Run 1, sequential cells grouped by signal name:
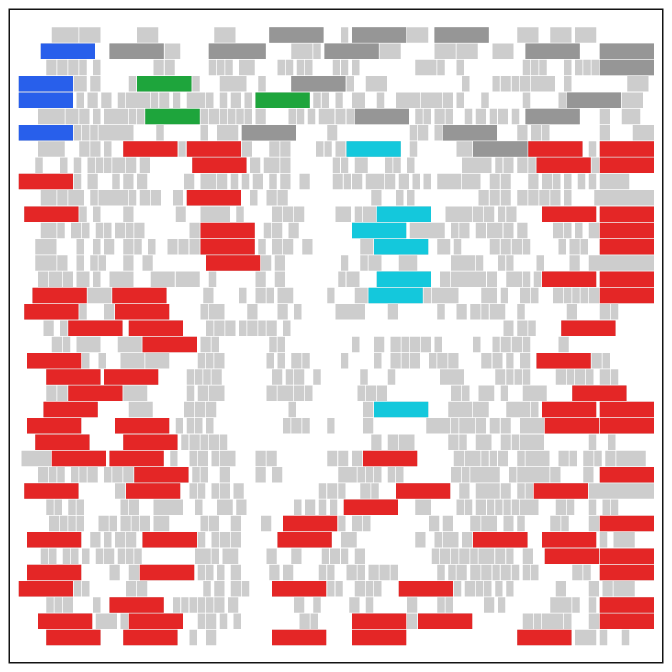
Run 1, clock distribution:
Scale bar: 20 um.
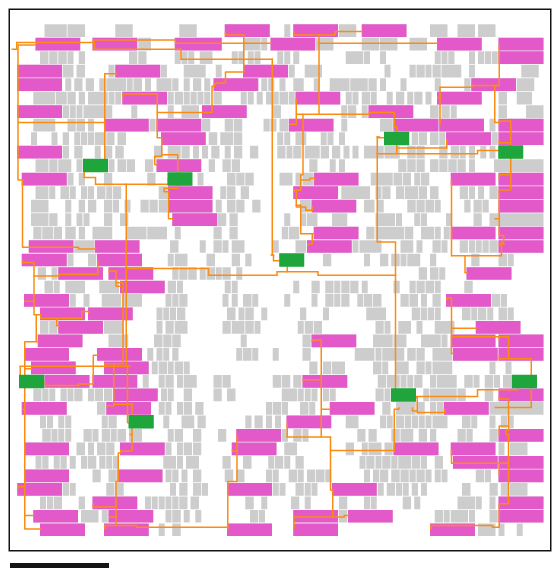
Run 1, congestion heat map:
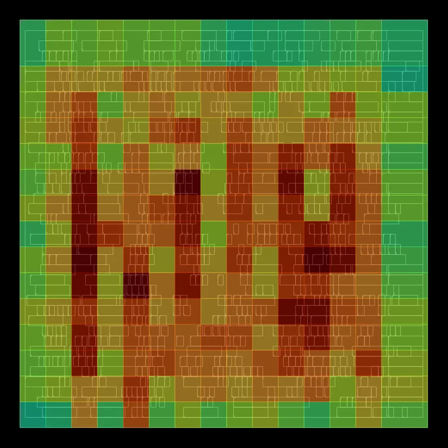
Run 1, ports around the boundary:
Pins as bars across the die edge, other pins in gray.
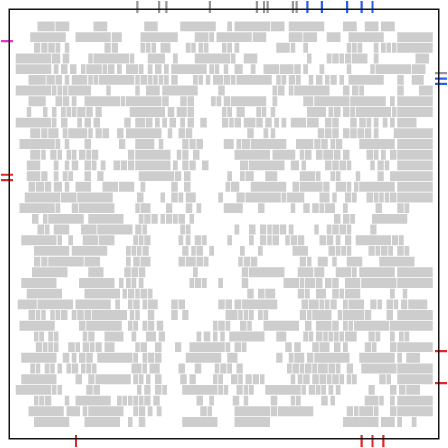
==> config.mk <==
export PLATFORM = sky130hd
export DESIGN_NAME = xbar_cfg_loader
export DESIGN_NICKNAME = d
export VERILOG_FILES = /design/src/rtl/xbar_cfg_pkg.sv /design/src/rtl/shift_clk_gen.sv /design/src/rtl/xbar_cfg_loader.sv
export SDC_FILE = /design/constraint.sdc
export NUM_CORES = 1
export LEC_CHECK = 0
export ABC_AREA = 1
export CAP_MARGIN = 5
export CORE_UTILIZATION = 55
export CTS_BUF_LIST = sky130_fd_sc_hd__clkbuf_8
export CTS_CLUSTER_DIAMETER = 60
export DETAILED_ROUTE_END_ITERATION = 8
export GPL_TIMING_DRIVEN = 0
export PLACE_DENSITY = 0.73
export SLEW_MARGIN = 10
export SYNTH_ARGS = -nofsm -noshare
export SYNTH_HDL_FRONTEND = slang
export SYNTH_SLANG_ARGS = --single-unit
==> constraint.sdc <==
create_clock -name clk -period 5.2 [get_ports clk]
set_input_delay 0.78 -clock clk [delete_from_list [all_inputs] [get_ports clk]]
set_output_delay 0.78 -clock clk [all_outputs]
set_load 0.005 [all_outputs]
==> impl_metrics.yaml, run 1 <==
# flow metrics
outcome:
  outcome: "completed"
yosys:
  synth_top_area_share_pct: 43.4
  xor_area_share_pct: 1.06
  syn_inst: 834
  yosys-stat-cells: 834
  aoi_share_pct: 15.3
  yosys_area_um2: 6280
  yosysSeqAreaShare_pct: 43.8
  synth-main-ff-cell: "dfrtp_1"
finish:
  n_fill_cell: 964
  fin_cells: 1016
  largest_reg_flops: 80
  nets: 887
timing:
  rsz0062_at_grt: "false"
  fmax_mhz: 314
  final_max_slew_viol_count: 0
place:
  hpwl_mm: 14.1
  pre_cts_slack_ns: 2.09
critical_path:
  r2r_setup_slack_ns: 2.01
  arrival_ns: 3.46
route:
  drtIter0Drc: 657
  routed_wl_mm: 19.9
  first_pass_iters: 5
  post_drt_wl_per_cell_um: 19.6
  vias_per_cell: 5.92
run:
  warnings: 28
clock_tree:
  ctsResizeCount: 0
  clock-root-buffer: "clkbuf_8"
  cts.path.max_buffers: 2
  cts.sinks: 110
  clk_pin_slew_worst_paths_ns: 0.11
floorplan:
  die-area_um2: 11900
global_routing:
  grt_pass1_wl_mm: 30.9
worst_hold_path:
  hold_depth: 1
Notes on 'sequential cells grouped by signal name' above:
shadow -> red  # sequential cells 80, where all over the die
bit_cnt -> cyan  # sequential cells 7
state -> green  # sequential cells 3
byte_cnt -> blue  # sequential cells 4, where top left
FF/Latch Area: 2750 um2
fin util: 63.5%
sequential power: 0.855 mW

Notes on 'clock distribution' above:
clock wires -> orange  # length 1340 um
clock-net drivers -> green  # count 9
flip-flops -> magenta  # count 110
routed clock nets = 10
Clock Latency Late Sink: 0.41 ns
Setup Skew: 0.0116 ns
clock network power share: 39.9%
power in the clock group: 0.597 mW

Notes on 'congestion heat map' above:
met2 GRT Util: 56.1%
M1 GR Usage: 48.1%

Notes on 'ports around the boundary' above:
err_idx -> blue  # pins 7, direction output, edge 5 top, 2 right
clk -> magenta  # pins 1, direction input, edge left
cfg_data -> red  # pins 8, direction input, edge 4 bottom, 2 left, 2 right
port bufs: 25
DIE WIDTH: 109 um

## run 1: cell usage after synthesis (all sizes together), types with 5 or more instances
| cell type | count |
|---|---|
| dfrtp | 109 |
| buf | 37 |
| o31ai | 5 |
| nand2 | 218 |
| nor3 | 17 |
| inv | 74 |
| nor2 | 66 |
| o21ai | 110 |
| o211ai | 18 |
| clkbuf | 6 |
| mux2 | 10 |
| o22ai | 9 |
| a21oi | 25 |
| nand3 | 111 |
## run 1: kinds of logic (layout without fill, tap and decap cells)
group,count (synthesis),after routing
buffers and inverters,118,160
XOR/XNOR,5,5
AND-OR/OR-AND,173,173
adder cells (fa/ha/maj),4,4
flip-flops,110,110
AND/OR/NAND/NOR,414,414
multiplexers,10,10
## run 1: cell type report
type / count / area, um2 / share of cell area (%)
buffer: 43 / 297 / 4.25
clock buffer: 9 / 124 / 1.78
clock inverter: 7 / 106 / 1.53
inverter: 75 / 292 / 4.18
multi-input combinational: 606 / 2950 / 42.3
sequential: 110 / 2750 / 39.5
tap: 140 / 175 / 2.51
timing repair buffer: 26 / 278 / 3.98
## run 1: worst max-delay path, cell delays in order, from the launching register on
cell and delay, ns:
dfrtp_1 0.50, clkinv_1 0.27, clkbuf_1 0.33, ha_1 0.36
clkbuf_1 0.39, inv_1 0.11, buf_2 0.21, nand4_1 0.37
clkbuf_1 0.35, o21ai_0 0.15
## run 1: where the power goes
group	switching (mW)	internal, mW	total (mW)
clock network	0.319	0.278	0.597
registers	0	0.855	0.855
logic	0.0332	0.0110	0.0442
## run 1: layer usage
layer  global-route usage [%]  vias up  routed length (um)
li1                         -     2841                   -
met3                     6.99       50                1650
met2                     56.1      294                9170
met5                        0        -                   0
met1                     48.1     2834                8470
met4                     15.3        0                 585
Run 1, the metal 4 layer:
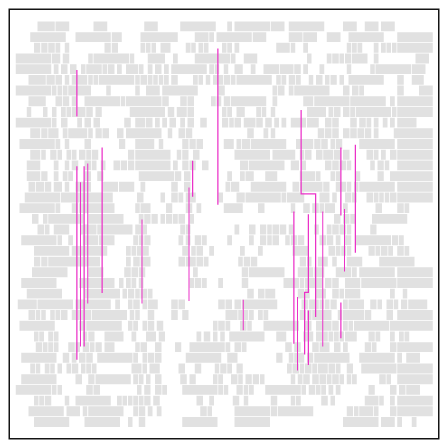

## Run 2: what changed since run 1
Settings changed: PLACE_DENSITY 0.73 to 0.76.
Clock period 5.2 ns to 2.6 ns, I/O delays scaled along.
Run 2, the metal 4 layer:
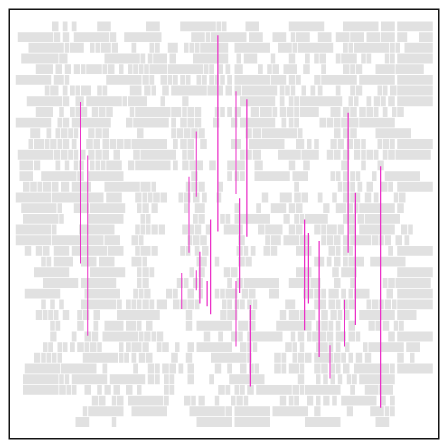
wire length on this layer = 573 um
share of all routed wire = 2.9%
via count: 6099
final WL: 19.7 mm

==> run 2 against run 1 <==
Net effect:
- worst setup slack worse by 1.9 ns
- critical endpoint is now shift_d_o
- area after synthesis unchanged
- core utilization increased by 0.41 points
- die size is the same
- global-route usage decreased by 0.89 points
- count of clock-buffer cells in the layout unchanged
- non-clock buffer count up 2
- sequential share of layout area fell by 0.24 points
- via count rose by 1.3%
- fmax increased by 28%
==> impl_metrics.yaml, run 2 <==
# flow metrics
finish:
  nets: 889
  post-route-util_pct: 63.9
  seq_area_um2: 2760
  logic_area_um2: 2970
  largest_reg_flops: 80
route:
  drtIter0Drc: 725
  vias_per_cell: 5.99
  post_drt_wl_per_cell_um: 19.3
global_routing:
  grt_pass1_wl_mm: 30.1
clock_tree:
  clk_pin_slew_worst_paths_ns: 0.10
  clock-root-buffer: "clkbuf_8"
  cts.path.max_buffers: 2
  insertion_delay_ns: 0.40
  cts.sinks: 110
yosys:
  syn_inst: 834
  yosys_area_um2: 6280
  synth_top_area_share_pct: 43.4
  top_cells_by_count: "215 x nand2_1, 110 x nand3_1, 109 x dfrtp_1"
floorplan:
  die_width_um: 109
  die-area_um2: 11900
place:
  hpwl_mm: 14.1
  port_buffers: 25
run:
  warnings: 28
outcome:
  outcome: "completed"
timing:
  final_max_slew_viol_count: 0
Run 2, congestion heat map:
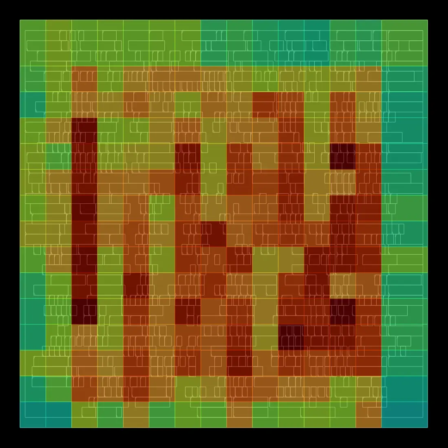
M1 GR Usage: 46.9%
GR peak layer: met2

run 2: per-layer routing:
metal  GRT usage, %  wire, um  up-vias  share of wire [%]
li1               -         -     2853                  -
met2           54.8      9180      285                 47
met4           16.8       573        0                2.9
met3           5.68      1510       54                7.7
met5              0         0        -                  0
met1           46.9      8410     2907                 43
run 2: critical path, stage by stage (launching register included):
cell and delay (ns):
dfrtp_1 0.47, ha_1 0.34, clkbuf_1 0.46, o21ai_0 0.19, o211ai_1 0.24, nand3_1 0.13
nand2_1 0.09, nand3_1 0.09, a31oi_1 0.21, o21ai_1 0.08, a21oi_1 0.13
run 2: stage by stage:
| step | cells | TNS, ns | hold slack, ns | cell area (um2) | setup WS [ns] |
|---|---|---|---|---|---|
| floorplan | 834 | 0 | 0.413 | 6290 | 0.269 |
| global placement | 999 | -21.38 | 0.428 | 6710 | -0.418 |
| detailed placement | 1002 | -18.32 | 0.440 | 6770 | -0.555 |
| CTS | 1018 | 0 | 0.200 | 7020 | 0.0863 |
| global route | 1018 | 0 | 0.208 | 7020 | 0.0269 |
| finish | 1018 | 0 | 0.208 | 7020 | 0.114 |
run 2: report_power, final:
group	internal [mW]	total [mW]	switching, mW
Combinational	0.0267	0.0947	0.0680
Clock	0.531	1.11	0.578
Sequential	1.71	1.71	0
run 2: area by class of cell:
type                    instances  share of cell area (%)
clock inverters                 7                    1.19
plain buffers                  41                    4.15
multi-input cells             606                    42.3
well taps                     140                    2.50
clock buffers                   9                    1.77
flip-flops and latches        110                    39.3
repair buffers                 30                    4.64
inverters                      75                    4.15
run 2: timing repair:
item                                    4_1_cts  5_1_grt
pin swaps                                     1        0
resized                                       5        4
endpoints found under the setup margin       77       21
setup buffers                                 2        0
Power and IR drop assume default switching activity.
